$ cat config.mk
export PLATFORM = sky130hd
export DESIGN_NAME = activity_display_scheduler
export DESIGN_NICKNAME = d
export VERILOG_FILES = /design/src/rtl/activity_display_pkg.sv /design/src/rtl/bin2bcd_seq.sv /design/src/rtl/activity_display_scheduler.sv
export SDC_FILE = /design/constraint.sdc
export NUM_CORES = 1
export LEC_CHECK = 0
export ABC_AREA = 1
export CAP_MARGIN = 20
export CORE_ASPECT_RATIO = 2
export CORE_MARGIN = 10
export CORE_UTILIZATION = 30
export DETAILED_ROUTE_END_ITERATION = 8
export PLACE_DENSITY = 0.51
export SYNTH_ARGS = -nofsm -noshare
export SYNTH_HDL_FRONTEND = slang
export SYNTH_SLANG_ARGS = --single-unit
$ cat constraint.sdc
create_clock -name clk -period 3.3 [get_ports clk]
set_input_delay 0.99 -clock clk [delete_from_list [all_inputs] [get_ports clk]]
set_output_delay 0.99 -clock clk [all_outputs]
set_load 0.01 [all_outputs]
$ cat src/rtl/activity_display_pkg.sv
// Shared encodings and the display payload for the activity display path.
package activity_display_pkg;

    localparam int unsigned BCD_W   = 16;
    localparam int unsigned DP_W    = 4;
    localparam int unsigned BCD_MAX = 9999;
    localparam logic [DP_W-1:0] DP_DIST = 4'b0100;

    typedef enum logic [1:0] {
        MODE_STEPS  = 2'd0,
        MODE_DIST   = 2'd1,
        MODE_OVER32 = 2'd2,
        MODE_HIGHA  = 2'd3
    } mode_e;

    typedef enum logic [1:0] {
        ST_IDLE    = 2'd0,
        ST_LATCH   = 2'd1,
        ST_CONVERT = 2'd2,
        ST_PRESENT = 2'd3
    } state_e;

    typedef struct packed {
        mode_e             mode;
        logic [BCD_W-1:0]  bcd;
        logic [DP_W-1:0]   dp_en;
        logic              sat;
    } disp_t;

    // Distance is shown in hundredths, so its point sits after the second digit.
    function automatic logic [DP_W-1:0] dp_for_mode(input mode_e m);
        return (m == MODE_DIST) ? DP_DIST : DP_W'(0);
    endfunction

endpackage

$ cat src/rtl/bin2bcd_seq.sv
// Sequential double-dabble converter: one bit per cycle, four BCD digits out.
module bin2bcd_seq
    import activity_display_pkg::*;
#(
    parameter int unsigned W = 14
) (
    input  logic             clk,
    input  logic             reset_n,
    input  logic             start,
    input  logic [W-1:0]     bin,
    output logic             busy,
    output logic             done,
    output logic [BCD_W-1:0] bcd
);

    localparam int unsigned CNT_W = $clog2(W + 1);

    logic [W-1:0]     bin_q, bin_d;
    logic [BCD_W-1:0] bcd_q, bcd_d;
    logic [BCD_W-1:0] adj;
    logic [CNT_W-1:0] cnt_q, cnt_d;
    logic             busy_q, busy_d;
    logic             done_q, done_d;

    // Add-3 correction on every digit that would overflow when doubled.
    always_comb begin
        adj = bcd_q;
        for (int i = 0; i < 4; i++) begin
            if (bcd_q[4*i +: 4] >= 4'd5) begin
                adj[4*i +: 4] = bcd_q[4*i +: 4] + 4'd3;
            end
        end
    end

    always_comb begin
        bin_d  = bin_q;
        bcd_d  = bcd_q;
        cnt_d  = cnt_q;
        busy_d = busy_q;
        done_d = 1'b0;
        if (start) begin
            bin_d  = bin;
            bcd_d  = '0;
            cnt_d  = CNT_W'(W);
            busy_d = 1'b1;
        end else if (busy_q) begin
            bcd_d = BCD_W'({adj, bin_q[W-1]});
            bin_d = {bin_q[W-2:0], 1'b0};
            cnt_d = cnt_q - CNT_W'(1);
            if (cnt_q == CNT_W'(1)) begin
                busy_d = 1'b0;
                done_d = 1'b1;
            end
        end
    end

    always_ff @(posedge clk or negedge reset_n) begin
        if (!reset_n) begin
            bin_q  <= '0;
            bcd_q  <= '0;
            cnt_q  <= '0;
            busy_q <= 1'b0;
            done_q <= 1'b0;
        end else begin
            bin_q  <= bin_d;
            bcd_q  <= bcd_d;
            cnt_q  <= cnt_d;
            busy_q <= busy_d;
            done_q <= done_d;
        end
    end

    assign busy = busy_q;
    assign done = done_q;
    assign bcd  = bcd_q;

endmodule

$ cat src/rtl/activity_display_scheduler.sv
// Rotates through four activity metrics and refreshes the BCD display once per second.
module activity_display_scheduler
    import activity_display_pkg::*;
#(
    parameter int unsigned VAL_W     = 14,
    parameter int unsigned DWELL_SEC = 2
) (
    input  logic             clk,
    input  logic             reset_n,
    input  logic             sec_tick,
    input  logic             run_en,
    input  logic [VAL_W-1:0] steps,
    input  logic [VAL_W-1:0] distance,
    input  logic [VAL_W-1:0] over32_secs,
    input  logic [VAL_W-1:0] higha_time,
    output logic [1:0]       mode,
    output logic [15:0]      bcd,
    output logic [3:0]       dp_en,
    output logic             sat,
    output logic             disp_valid,
    output logic             busy
);

    localparam int unsigned DWELL_W = 4;

    state_e             state_q, state_d;
    mode_e              next_mode_q, next_mode_d;
    mode_e              lat_mode_q, lat_mode_d;
    logic [DWELL_W-1:0] dwell_q, dwell_d;
    logic               pending_q, pending_d;
    logic               lat_sat_q, lat_sat_d;
    disp_t              disp_q, disp_d;
    logic               disp_valid_q, disp_valid_d;
    logic               busy_q, busy_d;

    logic               conv_start, conv_busy, conv_done;
    logic [VAL_W-1:0]   metric, conv_in;
    logic               metric_sat;
    logic [BCD_W-1:0]   conv_bcd;

    always_comb begin
        metric = steps;
        unique case (next_mode_q)
            MODE_STEPS:  metric = steps;
            MODE_DIST:   metric = distance;
            MODE_OVER32: metric = over32_secs;
            MODE_HIGHA:  metric = higha_time;
        endcase
    end

    assign metric_sat = (metric > VAL_W'(BCD_MAX));
    assign conv_in    = metric_sat ? VAL_W'(BCD_MAX) : metric;

    always_comb begin
        state_d      = state_q;
        next_mode_d  = next_mode_q;
        lat_mode_d   = lat_mode_q;
        dwell_d      = dwell_q;
        pending_d    = pending_q;
        lat_sat_d    = lat_sat_q;
        disp_d       = disp_q;
        disp_valid_d = 1'b0;
        conv_start   = 1'b0;

        // Rotation counts every tick, independent of conversion progress.
        if (sec_tick && run_en) begin
            if (dwell_q == DWELL_W'(DWELL_SEC - 1)) begin
                dwell_d     = '0;
                next_mode_d = mode_e'(next_mode_q + 2'd1);
            end else begin
                dwell_d = dwell_q + DWELL_W'(1);
            end
        end

        unique case (state_q)
            ST_IDLE: begin
                if (sec_tick || pending_q) state_d = ST_LATCH;
            end
            ST_LATCH: begin
                lat_mode_d = next_mode_q;
                lat_sat_d  = metric_sat;
                pending_d  = 1'b0;
                conv_start = 1'b1;
                state_d    = ST_CONVERT;
            end
            ST_CONVERT: begin
                if (conv_done) state_d = ST_PRESENT;
            end
            ST_PRESENT: begin
                disp_d.mode  = lat_mode_q;
                disp_d.bcd   = conv_bcd;
                disp_d.dp_en = dp_for_mode(lat_mode_q);
                disp_d.sat   = lat_sat_q;
                disp_valid_d = 1'b1;
                state_d      = ST_IDLE;
            end
        endcase

        // A tick arriving mid-refresh must win over the clear in LATCH.
        if (sec_tick && (state_q != ST_IDLE)) pending_d = 1'b1;

        busy_d = (state_d != ST_IDLE) || conv_busy;
    end

    always_ff @(posedge clk or negedge reset_n) begin
        if (!reset_n) begin
            state_q      <= ST_IDLE;
            next_mode_q  <= MODE_STEPS;
            lat_mode_q   <= MODE_STEPS;
            dwell_q      <= '0;
            pending_q    <= 1'b0;
            lat_sat_q    <= 1'b0;
            disp_q       <= '0;
            disp_valid_q <= 1'b0;
            busy_q       <= 1'b0;
        end else begin
            state_q      <= state_d;
            next_mode_q  <= next_mode_d;
            lat_mode_q   <= lat_mode_d;
            dwell_q      <= dwell_d;
            pending_q    <= pending_d;
            lat_sat_q    <= lat_sat_d;
            disp_q       <= disp_d;
            disp_valid_q <= disp_valid_d;
            busy_q       <= busy_d;
        end
    end

    bin2bcd_seq #(.W(VAL_W)) u_bin2bcd (
        .clk     (clk),
        .reset_n (reset_n),
        .start   (conv_start),
        .bin     (conv_in),
        .busy    (conv_busy),
        .done    (conv_done),
        .bcd     (conv_bcd)
    );

    assign mode       = disp_q.mode;
    assign bcd        = disp_q.bcd;
    assign dp_en      = disp_q.dp_en;
    assign sat        = disp_q.sat;
    assign disp_valid = disp_valid_q;
    assign busy       = busy_q;

endmodule

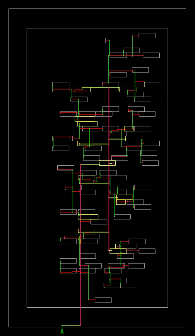
*Clock wiring as the flow saved it, run 1*
Clock Latency Late Sink: 0.33 ns
clock sinks: 70
CTS Buf Count: 9
seq_cells: 70

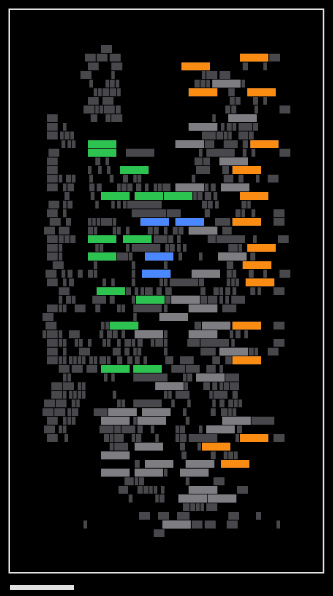
*Sequential cells coloured by netlist name, run 1*
Scale bar: 20 microns. Other sequential cells in the stronger grey, the rest of the logic in the fainter grey.
- orange: `bcd` (placed flops 16)
- green: `u_bin2bcd.bin_q` (placed flops 14)
- blue: `u_bin2bcd.cnt_q` (placed flops 4; where centre)
- not coloured: 36

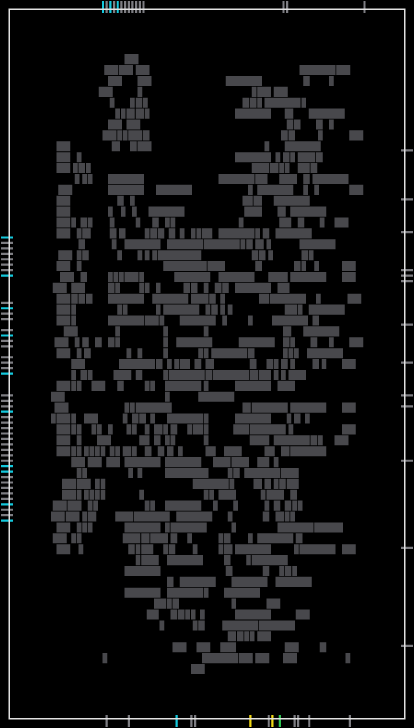
*Pin placement, run 1*
Pins as bars across the die edge, other pins in grey.
- green: `busy` (pins 1; direction output; edge bottom)
- cyan: `distance` (pins 14; direction input; edge 10 left, 3 top, 1 bottom)
- yellow: `mode` (pins 2; direction output; edge bottom)

==> impl_metrics.ini, run 1 <==
; synthesis and place-and-route metrics
[status]
status = finished clean

[cts]
cts_resized = 0
cts-root-buf = clkbuf_16
clkSlewWorstSetupHoldPaths_ns = 0.05
cts_hold_buffers = 0

[synthesis]
top_cell = nand2_1
syn_inst = 457
avgSynthCellArea_sq_um = 8.07
topCellsByArea = dfrtp_1 (47%), nand2_1 (11%), nor2_1 (6.4%)
ys_types = 32
async_flop_share_pct = 100
synthFlopType = dfrtp_1
aoi_share_pct = 12.5
synth-edff-count = 0
ys_ff = 70
yosys-stat-cells = 457

[floorplanning]
ioPinCount = 85
initial_core_util_pct = 30.4
die_area_sq_mm = 0.0174
rows = 57

[power]
finalPower_uw = 4940
pg_seq_uw = 1520
powerDensity_mw_per_mm2 = 996
combinationalPower_uw = 2300
share_comb_of_total_power_pct = 46.5
top_power_group = combinational logic
ir_drop_mv = 0.398
netSwitchingPower_uw = 1940

[setup_path]
r2r_start = next_mode_q[0]
r2r-end = u_bin2bcd.bin_q[7]
cp.required_ns = 3.51
crit_type = in2reg
cp_common_cell = nand3_1
start_kind = input pin
crit_path_top_delay_cell = clkdlybuf4s50_1
reg2reg_slack_ns = 1.06

[sta]
setup_viol = 0
holdWs_ns = 0.477
finalHoldViolCount = 0
worst_slew_pin_slew_ns = 0.605
setup-tns-final_ns = 0
skew_ns = 0.00438
relSlewSlack_pct = 59.6
fin_ws_ns = 1.04

[finish]
antenna_cells = 0
seq_share_pct = 35.3
combGateArea_sq_mm = 0.00166
buffer_area_share_pct = 17.4
inverters = 39
nNonClkBuffers = 87
fill_cells = 1263
nMultiInputCombCells = 328
mostFrequentLayoutCells = nand2_1 (110), clkdlybuf4s50_1 (80), dfrtp_1 (70)
areaGrowthSynthToFinish_pct = 34.4
drive_above_1_share_pct = 5.93

[placed_design]
placed_cells = 671
gp_congestion = 0.748
pre_cts_slack_ns = 0.680
io_buffers = 81

[global_route]
grt_pass1_wl_microns = 16000
grt_use_total_pct = 11.1
antenna_found_initial = 0

[detailed_routing]
dr.pass1.iters = 4
viasPerCell = 4.64
totalWireLength_microns = 9520
drtIter0Drc = 92
drcViolationCount = 0
ant_nets = 0
vias = 3188

[hold_path]
hold_depth = 2
hp-class = reg2reg
[run 1: sequential cells by signal (all words and copies together), names as in the netlist, 2 cells and up]
signal and cells:
bcd 16, mode 2, u_bin2bcd.cnt_q 4, state_q 2, u_bin2bcd.bcd 16, dwell_q 4, next_mode_q 2, u_bin2bcd.bin_q 14
lat_mode_q 2
[run 1: worst max-delay path, delay by kind of cell]
family	cells	cell delay [ns]
buf+inv	1	0.46
simple gates	4	0.57
compound gates	1	0.44
[run 1: per-layer routing]
layer	track usage [%]	vias up	routed length [microns]
li1	-	1623	-
met1	10.7	1473	3540
met2	20.4	80	5140
met3	3.91	12	627
met4	5.04	0	211
met5	0	-	0
==> inputs of run 2 (changes only) <==
==> constraint.sdc (replaced) <==
create_clock -name clk -period 2.3 [get_ports clk]
set_input_delay 0.69 -clock clk [delete_from_list [all_inputs] [get_ports clk]]
set_output_delay 0.69 -clock clk [all_outputs]
set_load 0.01 [all_outputs]
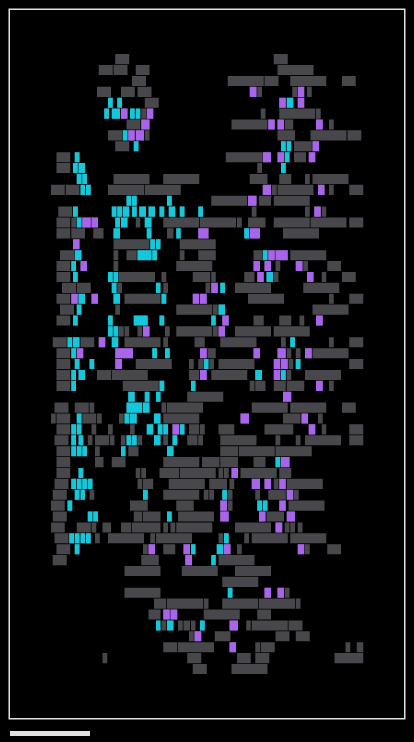
*Gate-type map, run 2*
Scale bar: 20 microns.
- cyan: NAND gates (cells 141; most used nand2_1)
- purple: inverting AOI/OAI gates (cells 84)

==> impl_metrics.ini, run 2 <==
; synthesis and place-and-route metrics
[global_route]
grtUsageMet3_pct = 3.17
grt_use_total_pct = 11.2
antenna_found_initial = 0
grt.met2_usage_pct = 22.0
first_global_vias = 3454
grt_pass1_wl_microns = 16300
grt_util_met1_pct = 10.3
top_usage_layer = met2

[cts]
clkLatencyLatePin_ns = 0.32
post-cts-setup-buffer-count = 0
cts_resized = 0
clkSlewWorstSetupHoldPaths_ns = 0.05
numCtsBuffers = 9
clock_sinks = 70
clockBufferDepth = 2
cts_hold_buffers = 0
cts-root-buf = clkbuf_16

[synthesis]
topCellsByArea = dfrtp_1 (47%), nand2_1 (11%), nor2_1 (6.4%)
synth-edff-count = 0
yosys-stat-cells = 457
ys_ff = 70
async_flop_share_pct = 100
syn_inst = 457
adder_share_pct = 6.10
aoi_share_pct = 12.5
top_cell = nand2_1
synthFlopType = dfrtp_1
avgSynthCellArea_sq_um = 8.07
top_cells_by_count = nand2_1 (110), dfrtp_1 (70), nor2_1 (63)
xor_share_pct = 2.37
ys_types = 32

[setup_path]
worstSetupEndpoint = u_bin2bcd.bin_q[8]
r2r-end = u_bin2bcd.bin_q[8]
crit_type = reg2reg
cp_common_cell = nand2_1
cp.depth = 13
reg2reg_slack_ns = 0.30
crit_family = simple AND/OR/NAND/NOR gates
r2r_start = next_mode_q[1]
cp.required_ns = 2.52
crit_path_top_delay_cell = dfrtp_1
start_kind = flop
crit_buf_inv = 2

[run]
cap_violations = 0
warnings = 37

[detailed_routing]
drt-met1-wl_microns = 3500
wl_met2_microns = 5330
dr.pass1.iters = 4
totalWireLength_microns = 9540
top_layer = met4
viasPerCell = 4.58
vias = 3180
ant_nets = 0
drtIter0Drc = 117
drcViolationCount = 0
dr_wl_met3_microns = 543

[status]
status = finished clean

[finish]
mostFrequentLayoutCells = nand2_1 (110), clkdlybuf4s50_1 (80), dfrtp_1 (70)
drive_above_1_share_pct = 6.75
antenna_cells = 0
areaGrowthSynthToFinish_pct = 34.5

[hold_path]
hp-class = in2async

[sta]
finalHoldViolCount = 0
fin_ws_ns = 0.295
setup_viol = 0
skew_ns = 0.00586
setup-tns-final_ns = 0
holdWs_ns = 0.370
worst_slew_pin_slew_ns = 0.534
relSlewSlack_pct = 64.4

[placed_design]
place_area_sq_mm = 0.00469
pre_cts_slack_ns = -0.0231
gp_congestion = 0.772
io_buffers = 81
placed_cells = 679

[power]
finalPower_uw = 6890
ir_drop_mv = 0.624
powerDensity_mw_per_mm2 = 1390
p_leak_uw = 0.00232

[floorplanning]
die_area_sq_mm = 0.0174
core_area_sq_mm = 0.0121
ioPinCount = 85
rows = 57
initial_core_util_pct = 30.4
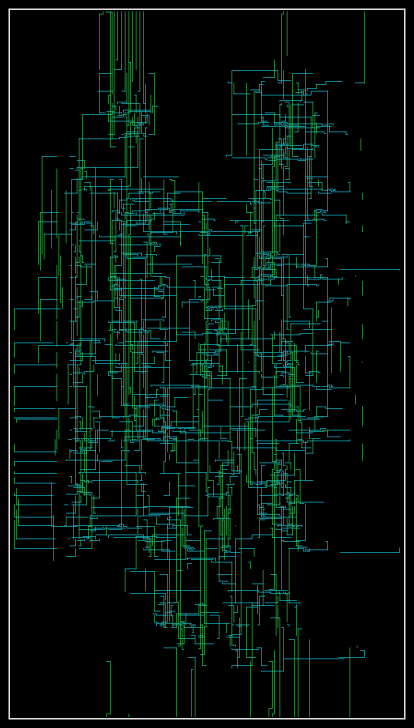
*Wiring by layer, run 2*
Two of the layers only.
- cyan: met1 (wire length 3500 microns)
- green: met2 (wire length 5330 microns)

## run 2: report_power, final
group / switching (uW) / internal, uW
Clock: 466 / 759
Combinational: 1980 / 1500
Sequential: 346 / 1830
## run 2: area by class of cell
type                       instances  area [sq um]
clock buffer                      15           258
sequential                        70          1750
inverter                          39           149
clock inverter                     1          5.00
timing repair buffer              95           948
fill                            1258          7160
tap                              147           184
multi-input combinational        328          1670
## run 2: worst reg2reg max path: stages, from the launching register on
cell,delay [ns]
dfrtp_1,0.37
inv_1,0.10
ha_1,0.22
buf_4,0.19
nand2_1,0.07
nand4_1,0.08
o21ai_1,0.23
nor2_1,0.09
nand2_1,0.08
nand2_1,0.08
nand2_4,0.17
nand3_1,0.10
nand2_1,0.07
nand2_1,0.04
